### config.mk
export PLATFORM = sky130hd
export DESIGN_NAME = cellram_req_sequencer_flat
export DESIGN_NICKNAME = d
export VERILOG_FILES = /design/src/rtl/cellram_req_sequencer_pkg.sv /design/src/rtl/cellram_req_sequencer_if.sv /design/src/rtl/cellram_req_sequencer_cmd_fifo.sv /design/src/rtl/cellram_req_sequencer.sv /design/src/flat_wrapper.sv
export SDC_FILE = /design/constraint.sdc
export NUM_CORES = 1
export LEC_CHECK = 0
export CORE_ASPECT_RATIO = 1.5
export CORE_MARGIN = 2
export CORE_UTILIZATION = 50
export CTS_BUF_LIST = sky130_fd_sc_hd__clkbuf_2 sky130_fd_sc_hd__clkbuf_4 sky130_fd_sc_hd__clkbuf_8
export CTS_CLUSTER_DIAMETER = 100
export DETAILED_ROUTE_END_ITERATION = 10
export PLACE_DENSITY_LB_ADDON = 0.12
export SYNTH_ARGS = -nofsm -noshare
export SYNTH_HDL_FRONTEND = slang
export SYNTH_SLANG_ARGS = --single-unit
### constraint.sdc
create_clock -name clk -period 7.85 [get_ports clk]
set_input_delay 1.57 -clock clk [delete_from_list [all_inputs] [get_ports clk]]
set_output_delay 1.57 -clock clk [all_outputs]
set_load 0.02 [all_outputs]
### src/rtl/cellram_req_sequencer_pkg.sv
// Shared types and constants for the CellRAM request sequencer: command entry layout,
// FSM encoding and the data returned on a timed-out read.
package cellram_req_sequencer_pkg;

    localparam int unsigned ADDR_W = 24;
    localparam int unsigned DATA_W = 16;
    localparam int unsigned CMD_W  = 1 + ADDR_W + DATA_W;

    localparam logic [DATA_W-1:0] TIMEOUT_RDATA = 16'hFFFF;

    typedef enum logic [1:0] {
        ST_IDLE  = 2'd0,
        ST_ISSUE = 2'd1,
        ST_BUSY  = 2'd2
    } seq_state_e;

    // Queue entry; packs to CMD_W bits with write in the MSB and wdata in the LSBs.
    typedef struct packed {
        logic              write;
        logic [ADDR_W-1:0] addr;
        logic [DATA_W-1:0] wdata;
    } cr_cmd_t;

endpackage

### src/rtl/cellram_req_sequencer_if.sv
// Client request/response port plus the controller-facing strobe/DQ signals.
interface cellram_req_sequencer_if;
    import cellram_req_sequencer_pkg::*;

    logic              req_valid;
    logic              req_ready;
    logic              req_write;
    logic [ADDR_W-1:0] req_addr;
    logic [DATA_W-1:0] req_wdata;
    logic              rsp_valid;
    logic              rsp_ready;
    logic [DATA_W-1:0] rsp_rdata;
    logic              cr__read;
    logic              cr__write;
    logic [ADDR_W-1:0] cr__addr;
    logic [DATA_W-1:0] cr__data_in;
    logic              async_cr__wait;
    logic [DATA_W-1:0] dq_in;
    logic              timeout_err;
    logic              idle;

    modport slave (
        input  req_valid, req_write, req_addr, req_wdata, rsp_ready, async_cr__wait, dq_in,
        output req_ready, rsp_valid, rsp_rdata, cr__read, cr__write, cr__addr, cr__data_in,
               timeout_err, idle
    );

    modport master (
        output req_valid, req_write, req_addr, req_wdata, rsp_ready, async_cr__wait, dq_in,
        input  req_ready, rsp_valid, rsp_rdata, cr__read, cr__write, cr__addr, cr__data_in,
               timeout_err, idle
    );

endinterface

### src/rtl/cellram_req_sequencer_cmd_fifo.sv
// Synchronous command FIFO with registered full/empty; pointers carry an extra wrap bit.
module cellram_req_sequencer_cmd_fifo #(
    parameter int unsigned WIDTH = 41,
    parameter int unsigned DEPTH = 4
) (
    input  logic             clk,
    input  logic             rst_b,
    input  logic             push,
    input  logic [WIDTH-1:0] push_data,
    input  logic             pop,
    output logic [WIDTH-1:0] head,
    output logic             full,
    output logic             empty
);

    localparam int unsigned IDX_W = $clog2(DEPTH);
    localparam int unsigned PTR_W = IDX_W + 1;

    logic [WIDTH-1:0] mem [DEPTH];
    logic [PTR_W-1:0] wr_ptr;
    logic [PTR_W-1:0] rd_ptr;
    logic [PTR_W-1:0] wr_ptr_nxt;
    logic [PTR_W-1:0] rd_ptr_nxt;
    logic             do_push;
    logic             do_pop;

    assign do_push    = push && !full;
    assign do_pop     = pop && !empty;
    assign wr_ptr_nxt = wr_ptr + PTR_W'(do_push);
    assign rd_ptr_nxt = rd_ptr + PTR_W'(do_pop);
    assign head       = mem[rd_ptr[IDX_W-1:0]];

    always_ff @(posedge clk or negedge rst_b) begin
        if (!rst_b) begin
            wr_ptr <= '0;
            rd_ptr <= '0;
            full   <= 1'b0;
            empty  <= 1'b1;
        end else begin
            wr_ptr <= wr_ptr_nxt;
            rd_ptr <= rd_ptr_nxt;
            empty  <= (wr_ptr_nxt == rd_ptr_nxt);
            full   <= (wr_ptr_nxt[PTR_W-1] != rd_ptr_nxt[PTR_W-1]) &&
                      (wr_ptr_nxt[IDX_W-1:0] == rd_ptr_nxt[IDX_W-1:0]);
        end
    end

    // Storage needs no reset; empty gates every use of head.
    always_ff @(posedge clk) begin
        if (do_push) begin
            mem[wr_ptr[IDX_W-1:0]] <= push_data;
        end
    end

endmodule

### src/rtl/cellram_req_sequencer.sv
// Queues client read/write requests and issues them one at a time to the async CellRAM
// controller, tracking its wait flag and returning read data on the response port.
module cellram_req_sequencer
    import cellram_req_sequencer_pkg::*;
#(
    parameter int unsigned FIFO_DEPTH   = 4,
    parameter int unsigned WAIT_TIMEOUT = 64
) (
    input  logic                     clk,
    input  logic                     rst_b,
    cellram_req_sequencer_if.slave   bus
);

    localparam int unsigned TMR_W = $clog2(WAIT_TIMEOUT);

    seq_state_e        state;
    seq_state_e        state_nxt;
    cr_cmd_t           push_cmd;
    cr_cmd_t           head_cmd;
    logic [CMD_W-1:0]  head_bits;
    logic              fifo_full;
    logic              fifo_empty;
    logic              fifo_pop;
    logic              issue_go;
    logic              busy_done;
    logic              timed_out;
    logic [TMR_W-1:0]  timer;
    logic              op_is_read;
    logic              rsp_valid_q;
    logic [DATA_W-1:0] rsp_rdata_q;
    logic              timeout_err_q;
    logic              cr_read_q;
    logic              cr_write_q;
    logic [ADDR_W-1:0] cr_addr_q;
    logic [DATA_W-1:0] cr_data_q;

    assign push_cmd = '{write: bus.req_write, addr: bus.req_addr, wdata: bus.req_wdata};
    assign head_cmd = cr_cmd_t'(head_bits);

    cellram_req_sequencer_cmd_fifo #(
        .WIDTH (CMD_W),
        .DEPTH (FIFO_DEPTH)
    ) u_cmd_fifo (
        .clk       (clk),
        .rst_b     (rst_b),
        .push      (bus.req_valid),
        .push_data (push_cmd),
        .pop       (fifo_pop),
        .head      (head_bits),
        .full      (fifo_full),
        .empty     (fifo_empty)
    );

    // FSM state register.
    always_ff @(posedge clk or negedge rst_b) begin
        if (!rst_b) begin
            state <= ST_IDLE;
        end else begin
            state <= state_nxt;
        end
    end

    // Next state; reads are held off while an unconsumed response is pending.
    always_comb begin
        state_nxt = state;
        fifo_pop  = 1'b0;
        busy_done = 1'b0;
        timed_out = 1'b0;
        unique case (state)
            ST_IDLE: begin
                if (!fifo_empty && !bus.async_cr__wait && (head_cmd.write || !rsp_valid_q)) begin
                    state_nxt = ST_ISSUE;
                end
            end
            ST_ISSUE: begin
                state_nxt = ST_BUSY;
                fifo_pop  = 1'b1;
            end
            ST_BUSY: begin
                if (!bus.async_cr__wait) begin
                    state_nxt = ST_IDLE;
                    busy_done = 1'b1;
                end else if (timer == TMR_W'(WAIT_TIMEOUT - 1)) begin
                    state_nxt = ST_IDLE;
                    timed_out = 1'b1;
                end
            end
            default: state_nxt = ST_IDLE;
        endcase
    end

    assign issue_go = (state_nxt == ST_ISSUE);

    // Strobes and address/data are registered so they are high exactly in the ISSUE cycle.
    always_ff @(posedge clk or negedge rst_b) begin
        if (!rst_b) begin
            cr_read_q     <= 1'b0;
            cr_write_q    <= 1'b0;
            cr_addr_q     <= '0;
            cr_data_q     <= '0;
            op_is_read    <= 1'b0;
            timer         <= '0;
            rsp_valid_q   <= 1'b0;
            rsp_rdata_q   <= '0;
            timeout_err_q <= 1'b0;
        end else begin
            cr_read_q  <= issue_go && !head_cmd.write;
            cr_write_q <= issue_go && head_cmd.write;
            if (issue_go) begin
                cr_addr_q  <= head_cmd.addr;
                cr_data_q  <= head_cmd.wdata;
                op_is_read <= !head_cmd.write;
            end

            if (state == ST_ISSUE) begin
                timer <= '0;
            end else if (state == ST_BUSY) begin
                timer <= timer + TMR_W'(1);
            end

            if (busy_done && op_is_read) begin
                rsp_rdata_q <= bus.dq_in;
                rsp_valid_q <= 1'b1;
            end else if (timed_out && op_is_read) begin
                rsp_rdata_q <= TIMEOUT_RDATA;
                rsp_valid_q <= 1'b1;
            end else if (rsp_valid_q && bus.rsp_ready) begin
                rsp_valid_q <= 1'b0;
            end

            if (timed_out) begin
                timeout_err_q <= 1'b1;
            end
        end
    end

    assign bus.req_ready   = !fifo_full;
    assign bus.rsp_valid   = rsp_valid_q;
    assign bus.rsp_rdata   = rsp_rdata_q;
    assign bus.cr__read    = cr_read_q;
    assign bus.cr__write   = cr_write_q;
    assign bus.cr__addr    = cr_addr_q;
    assign bus.cr__data_in = cr_data_q;
    assign bus.timeout_err = timeout_err_q;
    assign bus.idle        = (state == ST_IDLE) && fifo_empty;

endmodule

### src/flat_wrapper.sv
// flat-port wrapper written by rule: the top's interface ports become plain ports
module cellram_req_sequencer_flat import cellram_req_sequencer_pkg::*;
#(
    parameter int unsigned FIFO_DEPTH   = 4,
    parameter int unsigned WAIT_TIMEOUT = 64
)
  (clk, rst_b, bus_req_valid, bus_req_write, bus_req_addr, bus_req_wdata, bus_rsp_ready, bus_async_cr__wait, bus_dq_in, bus_req_ready, bus_rsp_valid, bus_rsp_rdata, bus_cr__read, bus_cr__write, bus_cr__addr, bus_cr__data_in, bus_timeout_err, bus_idle);
  cellram_req_sequencer_if bus_i ();
  input  logic clk;
  input  logic rst_b;
  input wire logic [$bits(bus_i.req_valid)-1:0] bus_req_valid;
  input wire logic [$bits(bus_i.req_write)-1:0] bus_req_write;
  input wire logic [$bits(bus_i.req_addr)-1:0] bus_req_addr;
  input wire logic [$bits(bus_i.req_wdata)-1:0] bus_req_wdata;
  input wire logic [$bits(bus_i.rsp_ready)-1:0] bus_rsp_ready;
  input wire logic [$bits(bus_i.async_cr__wait)-1:0] bus_async_cr__wait;
  input wire logic [$bits(bus_i.dq_in)-1:0] bus_dq_in;
  output wire logic [$bits(bus_i.req_ready)-1:0] bus_req_ready;
  output wire logic [$bits(bus_i.rsp_valid)-1:0] bus_rsp_valid;
  output wire logic [$bits(bus_i.rsp_rdata)-1:0] bus_rsp_rdata;
  output wire logic [$bits(bus_i.cr__read)-1:0] bus_cr__read;
  output wire logic [$bits(bus_i.cr__write)-1:0] bus_cr__write;
  output wire logic [$bits(bus_i.cr__addr)-1:0] bus_cr__addr;
  output wire logic [$bits(bus_i.cr__data_in)-1:0] bus_cr__data_in;
  output wire logic [$bits(bus_i.timeout_err)-1:0] bus_timeout_err;
  output wire logic [$bits(bus_i.idle)-1:0] bus_idle;
  assign bus_i.req_valid = bus_req_valid;
  assign bus_i.req_write = bus_req_write;
  assign bus_i.req_addr = bus_req_addr;
  assign bus_i.req_wdata = bus_req_wdata;
  assign bus_i.rsp_ready = bus_rsp_ready;
  assign bus_i.async_cr__wait = bus_async_cr__wait;
  assign bus_i.dq_in = bus_dq_in;
  assign bus_req_ready = bus_i.req_ready;
  assign bus_rsp_valid = bus_i.rsp_valid;
  assign bus_rsp_rdata = bus_i.rsp_rdata;
  assign bus_cr__read = bus_i.cr__read;
  assign bus_cr__write = bus_i.cr__write;
  assign bus_cr__addr = bus_i.cr__addr;
  assign bus_cr__data_in = bus_i.cr__data_in;
  assign bus_timeout_err = bus_i.timeout_err;
  assign bus_idle = bus_i.idle;
  cellram_req_sequencer #(.FIFO_DEPTH(FIFO_DEPTH), .WAIT_TIMEOUT(WAIT_TIMEOUT)) u_core (.clk(clk), .rst_b(rst_b), .bus(bus_i));
endmodule
Run 1, cell outlines without signal wires:
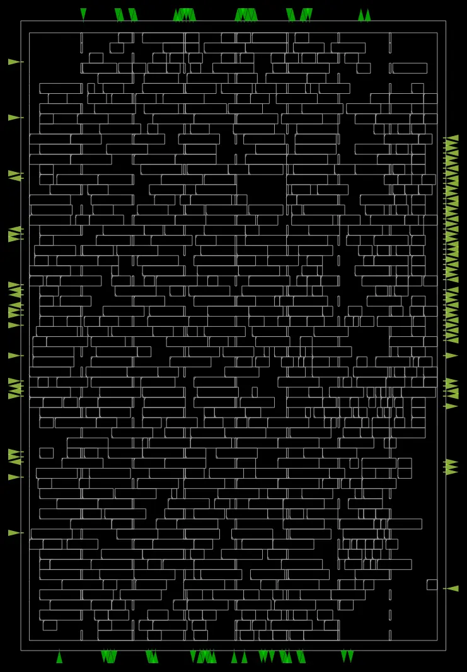
register share of the cell area: 61.0%
number of well-tap cells placed: 217
number of non-filler instances in the completed layout: 824

Run 1, wires at chosen ports, followed through buffers:
Drawn at 1.5 px/um.
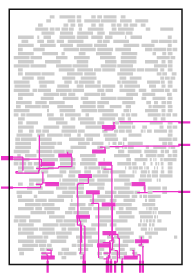
[magenta] bus_cr__data_in | bits: 16 | direction: output | edge: 10 bottom, 3 left, 3 right | end cells: 16 | wire: 728 um

Run 1, pin map:
Drawn at 3 px/um. Pins as bars across the die edge, other pins in gray.
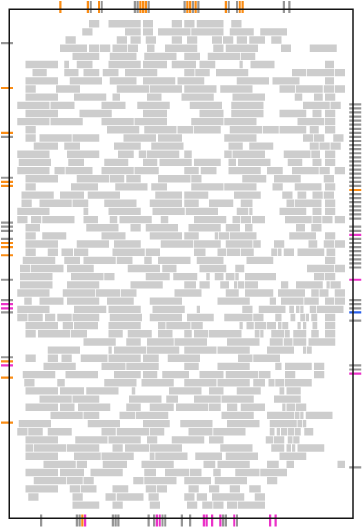
[blue] bus_async_cr__wait | pins: 1 | direction: input | edge: right
[orange] bus_req_addr | pins: 24 | direction: input | edge: 12 top, 10 left, 1 right, 1 bottom
[magenta] bus_cr__data_in | pins: 16 | direction: output | edge: 10 bottom, 3 left, 3 right
all pins by edge: 50 right, 26 bottom, 24 top, 24 left

==> results_dict.tcl, run 1 <==
# yosys + openroad results
set metrics [dict create \
    run_status "finished, final reports clean" \
    synth.comb.largest_family "multiplexers" \
    power.combinational.fraction_pct 34.9 \
    cts_hold_repair.buffers 0 \
    power.sequential.fraction_pct 43.7 \
    hold_path_end "u_core.bus.timeout_err" \
    floorplan.rows 60 \
    total_number_of_nets_in_the_final_design 651 \
    worst_slew_pin_slew_ns 1.25 \
    final_cell_mix "sky130_fd_sc_hd__edfxtp_1, sky130_fd_sc_hd__clkdlybuf4s50_1, sky130_fd_sc_hd__dfrtp_1" \
    combAreaFraction_pct 18.9 \
    first_global_vias 4971 \
    cp_max_fo 30 \
    timing.clock.skew_ns 0.0149 \
    grt_max_degree 78 \
    post-place-cells 759 \
    layout.filler_cells 1327 \
    chipWidth_um 114 \
    fp_nets 502 \
    worst-path-stages 4 \
    clk-power_mw 0.962 \
    hold-worst-slack_ns 0.475 \
    adder_cell_area_share_of_the_yosys_netlist_pct 1.24 \
]
Run 1, sizing map:
Drawn at 3 px/um.
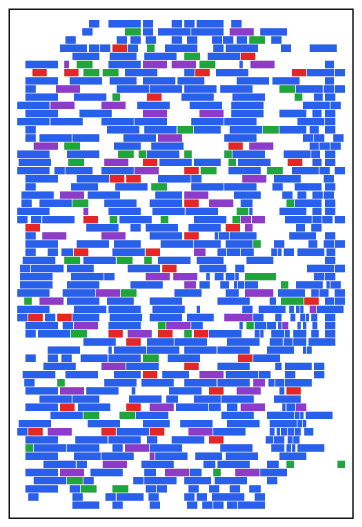

## Run 2: what changed since run 1
clock period = 3.4 ns   (was 7.85 ns; I/O delays follow)
Run 2, sizing map:
Drawn at 3 px/um.
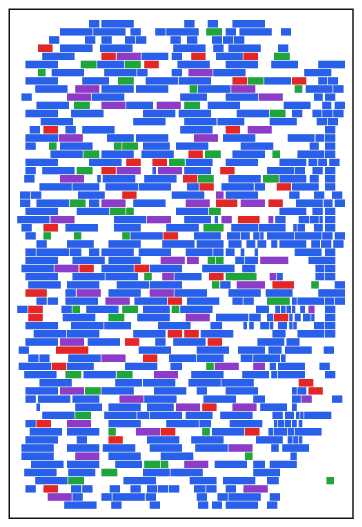
[blue] x1 and smaller | cells: 457 | share: 75% | most used: edfxtp_1
[green] x3 and x4 | cells: 54 | share: 8.9% | most used: mux2_4
[purple] x2 | cells: 51 | share: 8.4% | most used: mux4_2
[red] x6 and larger | cells: 47 | share: 7.7% | most used: clkbuf_8
Final Cell Area: 11,400 um^2
worst-case setup margin in the final layout: 0.666 ns
layout buffer count excluding clock buffers: 135
relative area change from synthesis to final layout: 25.2%

Run 2, cell outlines without signal wires:
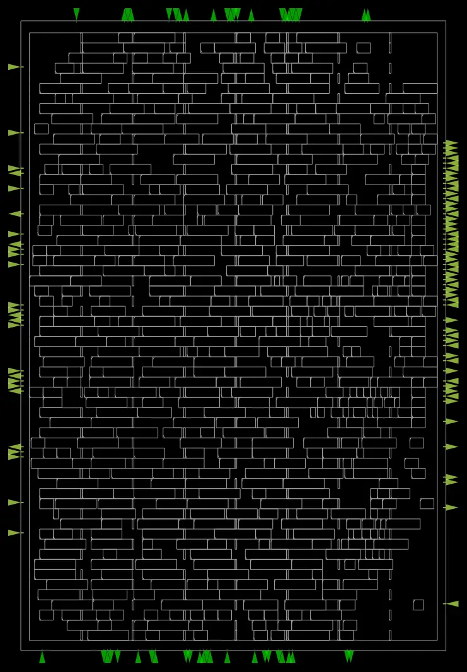
area of the placeable core: 17,900 um^2
# fillers: 1,309

==> results_dict.tcl, run 2 <==
# yosys + openroad results
set metrics [dict create \
    run_status "finished, final reports clean" \
    path_clk_slew_ns 0.06 \
    htree_levels 2 \
    dr.first_iter.drc_count 181 \
    wirelength_um 16600 \
    power.combinational.fraction_pct 35.3 \
    first_global_vias 4880 \
    worst_setup_path_end_kind "output pin" \
    worst-path-stages 4 \
    timing.clock.skew_ns 0.0177 \
    nMultiInputCombCells 166 \
    worst_slew_pin_slew_ns 0.820 \
    grt_max_degree 63 \
    post-place-cells 764 \
    top_level_ports 124 \
    fp_nets 502 \
    hold-worst-slack_ns 0.282 \
    path_delay_family "buffers and inverters" \
    post_cts_buffers 0 \
    floorplan.rows 60 \
    chipWidth_um 114 \
    synth.comb.largest_family "multiplexers" \
    via_count_of_the_routed_design 4557 \
    adder_cell_area_share_of_the_yosys_netlist_pct 1.24 \
    combAreaFraction_pct 18.7 \
    power.sequential.fraction_pct 42.5 \
    regToRegSetupSlack_ns 0.95 \
    layoutNonFillerInstCount 826 \
    total_number_of_nets_in_the_final_design 657 \
    cts_hold_repair.buffers 0 \
    n_tap_cell 217 \
    cp_max_fo 6 \
    seq_share_pct 60.3 \
    final_cell_mix "sky130_fd_sc_hd__edfxtp_1, sky130_fd_sc_hd__clkdlybuf4s50_1, sky130_fd_sc_hd__dfrtp_1" \
    clk-power_mw 2.35 \
    wl_per_cell_um 20.1 \
]
